<file path="config.mk">
export PLATFORM = sky130hd
export DESIGN_NAME = data_mem_responder
export DESIGN_NICKNAME = d
export VERILOG_FILES = /design/src/rtl/data_mem_responder_pkg.sv /design/src/rtl/dmem_array.sv /design/src/rtl/data_mem_responder.sv
export SDC_FILE = /design/constraint.sdc
export NUM_CORES = 2
export LEC_CHECK = 0
export CAP_MARGIN = 30
export CELL_PAD_IN_SITES_DETAIL_PLACEMENT = 1
export CELL_PAD_IN_SITES_GLOBAL_PLACEMENT = 2
export CORE_ASPECT_RATIO = 1.25
export CORE_UTILIZATION = 54
export DETAILED_ROUTE_END_ITERATION = 12
export PLACE_DENSITY_LB_ADDON = 0.25
export SKIP_LAST_GASP = 1
export SYNTH_ARGS = -nofsm -noshare
export SYNTH_HDL_FRONTEND = slang
export SYNTH_SLANG_ARGS = --single-unit
</file>
<file path="constraint.sdc">
create_clock -name clk -period 14.6 [get_ports clk]
set_input_delay 2.92 -clock clk [delete_from_list [all_inputs] [get_ports clk]]
set_output_delay 2.92 -clock clk [all_outputs]
set_load 0.02 [all_outputs]
</file>
<file path="src/rtl/data_mem_responder_pkg.sv">
// rtl/data_mem_responder_pkg.sv - shared defaults, FSM state and counter width for the data memory responder
package data_mem_responder_pkg;

    localparam int DEPTH_DEF = 128;
    localparam int AW_DEF    = 7;
    localparam int DW_DEF    = 32;
    localparam int CNT_W     = 16;

    typedef enum logic {
        ST_CLEAR = 1'b0,
        ST_RUN   = 1'b1
    } state_t;

endpackage

</file>
<file path="src/rtl/dmem_array.sv">
// rtl/dmem_array.sv - DEPTH x DW storage, one synchronous write port and one combinational read port
module dmem_array #(
    parameter int DEPTH = 128,
    parameter int AW    = 7,
    parameter int DW    = 32
) (
    input  logic          clk,
    input  logic          we,
    input  logic [AW-1:0] waddr,
    input  logic [DW-1:0] wdata,
    input  logic [AW-1:0] raddr,
    output logic [DW-1:0] rdata
);

    // No reset on the array; the owner zeroes it by sweeping the write port.
    logic [DW-1:0] mem_q [DEPTH];

    always_ff @(posedge clk) begin
        if (we) begin
            mem_q[waddr] <= wdata;
        end
    end

    assign rdata = mem_q[raddr];

endmodule

</file>
<file path="src/rtl/data_mem_responder.sv">
// rtl/data_mem_responder.sv - processor data memory with clear sweep, backdoor loader, error flag and access counters
module data_mem_responder
    import data_mem_responder_pkg::*;
#(
    parameter int DEPTH = DEPTH_DEF,
    parameter int AW    = AW_DEF,
    parameter int DW    = DW_DEF
) (
    input  logic             clk,
    input  logic             rst,
    input  logic             CEN,
    input  logic             WEN,
    input  logic             OEN,
    input  logic [AW-1:0]    A,
    input  logic [DW-1:0]    D,
    output logic [DW-1:0]    Q,
    input  logic             ld_valid,
    output logic             ld_ready,
    input  logic [AW-1:0]    ld_addr,
    input  logic [DW-1:0]    ld_data,
    output logic             busy,
    output logic             err,
    output logic [CNT_W-1:0] rd_cnt,
    output logic [CNT_W-1:0] wr_cnt
);

    localparam logic [AW-1:0] LAST_ADDR = AW'(DEPTH - 1);

    state_t           state_q, state_d;
    logic [AW-1:0]    clr_ptr_q, clr_ptr_d;
    logic             err_q, err_d;
    logic [CNT_W-1:0] rd_cnt_q, rd_cnt_d;
    logic [CNT_W-1:0] wr_cnt_q, wr_cnt_d;

    logic             run;
    logic             proc_rd;
    logic             proc_wr;
    logic             ld_fire;
    logic             mem_we;
    logic [AW-1:0]    mem_waddr;
    logic [DW-1:0]    mem_wdata;
    logic [DW-1:0]    mem_rdata;

    assign run      = (state_q == ST_RUN);
    assign proc_rd  = run && !CEN && !OEN && WEN;
    assign proc_wr  = run && !CEN && !WEN;
    assign ld_ready = run && CEN;
    assign ld_fire  = ld_valid && ld_ready;

    // Write-port mux: clear sweep, then processor, then backdoor.
    always_comb begin
        mem_we    = 1'b0;
        mem_waddr = A;
        mem_wdata = D;
        if (!run) begin
            mem_we    = 1'b1;
            mem_waddr = clr_ptr_q;
            mem_wdata = '0;
        end else if (proc_wr) begin
            mem_we    = 1'b1;
        end else if (ld_fire) begin
            mem_we    = 1'b1;
            mem_waddr = ld_addr;
            mem_wdata = ld_data;
        end
        // A write sampled on the same edge as reset must not land.
        if (rst) begin
            mem_we = 1'b0;
        end
    end

    dmem_array #(
        .DEPTH(DEPTH),
        .AW   (AW),
        .DW   (DW)
    ) u_array (
        .clk  (clk),
        .we   (mem_we),
        .waddr(mem_waddr),
        .wdata(mem_wdata),
        .raddr(A),
        .rdata(mem_rdata)
    );

    always_comb begin
        state_d   = state_q;
        clr_ptr_d = clr_ptr_q;
        err_d     = err_q;
        rd_cnt_d  = rd_cnt_q;
        wr_cnt_d  = wr_cnt_q;
        case (state_q)
            ST_CLEAR: begin
                clr_ptr_d = clr_ptr_q + AW'(1);
                if (clr_ptr_q == LAST_ADDR) begin
                    state_d   = ST_RUN;
                    clr_ptr_d = '0;
                end
            end
            ST_RUN: begin
                if (proc_rd && (rd_cnt_q != '1)) begin
                    rd_cnt_d = rd_cnt_q + CNT_W'(1);
                end
                if (proc_wr && (wr_cnt_q != '1)) begin
                    wr_cnt_d = wr_cnt_q + CNT_W'(1);
                end
                if (proc_wr && !OEN) begin
                    err_d = 1'b1;
                end
            end
            default: state_d = ST_CLEAR;
        endcase
    end

    always_ff @(posedge clk or posedge rst) begin
        if (rst) begin
            state_q   <= ST_CLEAR;
            clr_ptr_q <= '0;
            err_q     <= 1'b0;
            rd_cnt_q  <= '0;
            wr_cnt_q  <= '0;
        end else begin
            state_q   <= state_d;
            clr_ptr_q <= clr_ptr_d;
            err_q     <= err_d;
            rd_cnt_q  <= rd_cnt_d;
            wr_cnt_q  <= wr_cnt_d;
        end
    end

    assign Q      = proc_rd ? mem_rdata : '0;
    assign busy   = !run;
    assign err    = err_q;
    assign rd_cnt = rd_cnt_q;
    assign wr_cnt = wr_cnt_q;

endmodule
</file>
==> run_results.csv <==
group,metric,value,unit
logic_synthesis,synth-main-ff-cell,"edfxtp_1",
logic_synthesis,synth_top_cell_by_count,"edfxtp_1",
final_layout,syn2layout_area_growth,13.66,%
worst_setup_path,r2r-end,"u_array.mem_q[74][19]$_DFFE_PP_",
clock_tree,cts_resized,0,
final_layout,layout.nonclk_buf_frac,0.02669,
worst_setup_path,critPathTopFamily,"buffers and inverters",
min_path,hold_depth,1,
final_layout,sh_comb_area,0.1883,
sta,slew_headroom,0.1836,
final_layout,drive_gt1_frac,0.2131,
die,initial_core_util,0.5430,
placement,placed_area,167500,um2
run,drv_cap,0,
drt,via_per_inst,6.765,
final_layout,finish.utilization,0.6172,
drt,dr.pass1.iters,6,
worst_setup_path,path_class,"input pin to output pin",
sta,tns,0,ps
die,taps,3920,
placement,pre_cts_ws,3319,ps
power_and_ir_drop,power_leakage,48.43,nW
logic_synthesis,yosys-top-cells-area,"edfxtp_1 (77%), mux4_2 (9.3%), mux2i_1 (5.1%)",
power_and_ir_drop,p_int,18.83,mW
final_layout,final-instance-count-excl-fill,12330,
logic_synthesis,ys_sh_simple,0.02077,
worst_setup_path,r2r_slack,9980,ps
worst_setup_path,crit_chain,"buf_16, buf_12, buf_12, mux4_2, o22ai_1, nor3_1, buf_4, nor3_1, nand3_1, clkdlybuf4s50_1",
logic_synthesis,syn_area,158800,um2
power_and_ir_drop,power.share.switching,0.2018,
sta,tightestPinTransition,1225,ps
drt,avgRoutedWirePerCell,38.87,um
min_path,holdCritStartpoint,"err$_DFFE_PP0P_",
placement,place_congestion,0.8588,
drt,wl_met3,45530,um
final_layout,buffers,519,
worst_setup_path,cp.depth,10,
worst_setup_path,worst-endpoint-required,11680,ps
sta,rsz0062_at_grt,"false",
die,ioPinCount,151,
logic_synthesis,synthesis.nets,7684,
power_and_ir_drop,powerSeq,12.8,mW
logic_synthesis,synthCells,7597,
logic_synthesis,synth.area.mux_share,0.1441,
sta,finalSetupViolCount,0,
placement,dp.cells,11580,
sta,slew_viol_final,0,
drt,ant_nets,0,
final_layout,comb_area,33990,um2
die,core,292500,um2
clock_tree,clk_path_buf_depth,4,
sta,fmax,88.27,MHz
final_layout,regArea,124000,um2
worst_setup_path,startpoint,"A[0]",
power_and_ir_drop,power_clock,10.2,mW
clock_tree,post-cts-setup-buffer-count,0,
global_routing,grt_pass1_wl,663200,um
logic_synthesis,ys_cells,7597,
sta,fin_crit,11330,ps
clock_tree,htreeDepth,5,
sta,hold_slack,464.6,ps
power_and_ir_drop,pg_comb,505,uW
global_routing,met3_usage,0.06030,
final_layout,inv_count,9,
die,dieHeight,608.3,um
clock_tree,cts_sinks,4137,
drt,initialDrtViolationCount,11590,
logic_synthesis,ys.flops,4137,
clock_tree,clk_pin_slew,60,ps
global_routing,use_met1,0.4384,
worst_setup_path,r2r_cells,6,
global_routing,grt_pass1_vias,85210,
power_and_ir_drop,ir_drop,0.0001081,V
min_path,hp-class,"register to register",
final_layout,sh_seq_area,0.6871,
final_layout,nNetsFinal,8159,
worst_setup_path,cp-end-kind,"output pin",
final_layout,flop-count,4137,
logic_synthesis,netlist_top_cells_count,"edfxtp_1 (4096), mux2i_1 (812), mux4_2 (654)",
clock_tree,cts_made_buffers,393,
final_layout,largest_register_ff_count,4096,
logic_synthesis,ys_async_sr_fraction,0.009911,
die,die_w,487.1,um
global_routing,gr-usage-all-layers,0.3224,
logic_synthesis,ys_chip_area,158800,um2
final_layout,num-fill-cells,23850,
sta,hold_viol,0,
logic_synthesis,avgSynthCellArea,20.91,um2
run_status,status,"complete, no violations",
placement,hpwlAfterDp,274600,um
logic_synthesis,compound_area_frac,0.03733,
clock_tree,cts_root_buf,"clkbuf_16",
placement,portBuffers,150,
final_layout,top_register,"u_array.mem_q",
worst_setup_path,endpoint,"Q[30]",
final_layout,final-clk-cell-share,0.07037,
worst_setup_path,worst_ep_arrival_time,8410,ps
power_and_ir_drop,p_seq_frac,0.544,
final_layout,largest_cell_class,"registers",
logic_synthesis,yosysWarnings,0,
min_path,holdPathEnd,"err$_DFFE_PP0P_",
power_and_ir_drop,clock_power_share,0.434,
power_and_ir_drop,total_power,23.59,mW
die,chipArea,296300,um2
final_layout,lay_top_cells,"edfxtp_1 (4096), mux2i_1 (812), mux4_2 (654), a22oi_1 (419), clkbuf_16 (404)",
logic_synthesis,top_area_cell,"edfxtp_1",
power_and_ir_drop,power-top-group,"sequential cells",
power_and_ir_drop,p_switching,4.760,mW
drt,num_vias,83410,
power_and_ir_drop,pwr-share-comb,0.021,
clock_tree,postCtsHoldBufs,0,
drt,met2_length,230700,um
drt,wl,479200,um
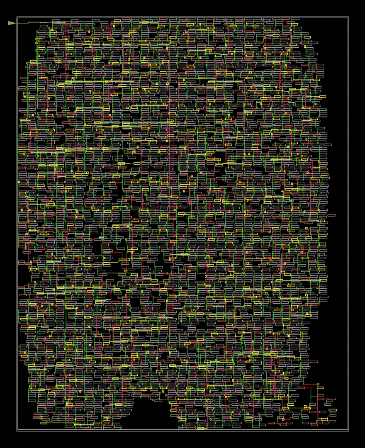
(clock wiring as the flow saved it)
Clk Latency, worst-skew pair: 940 ps
Clock Skews: 35.25 ps

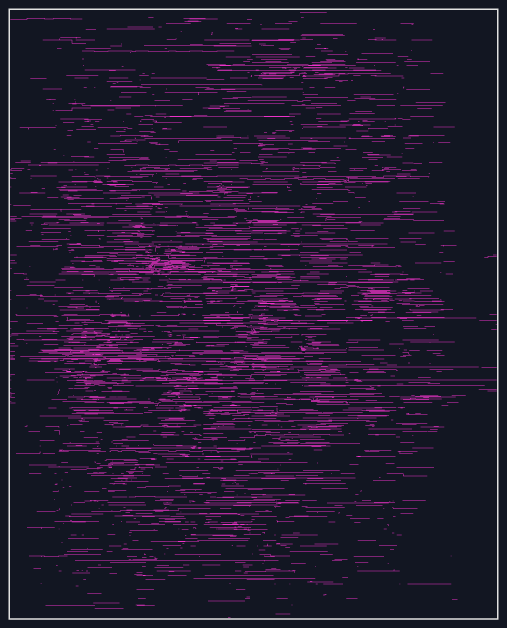
(the metal 3 layer)
(1 px per um)
longest straight run: 233 um
share of all routed wire: 9.5%
wire length on this layer: 45.5 mm

Power and IR drop assume default switching activity.
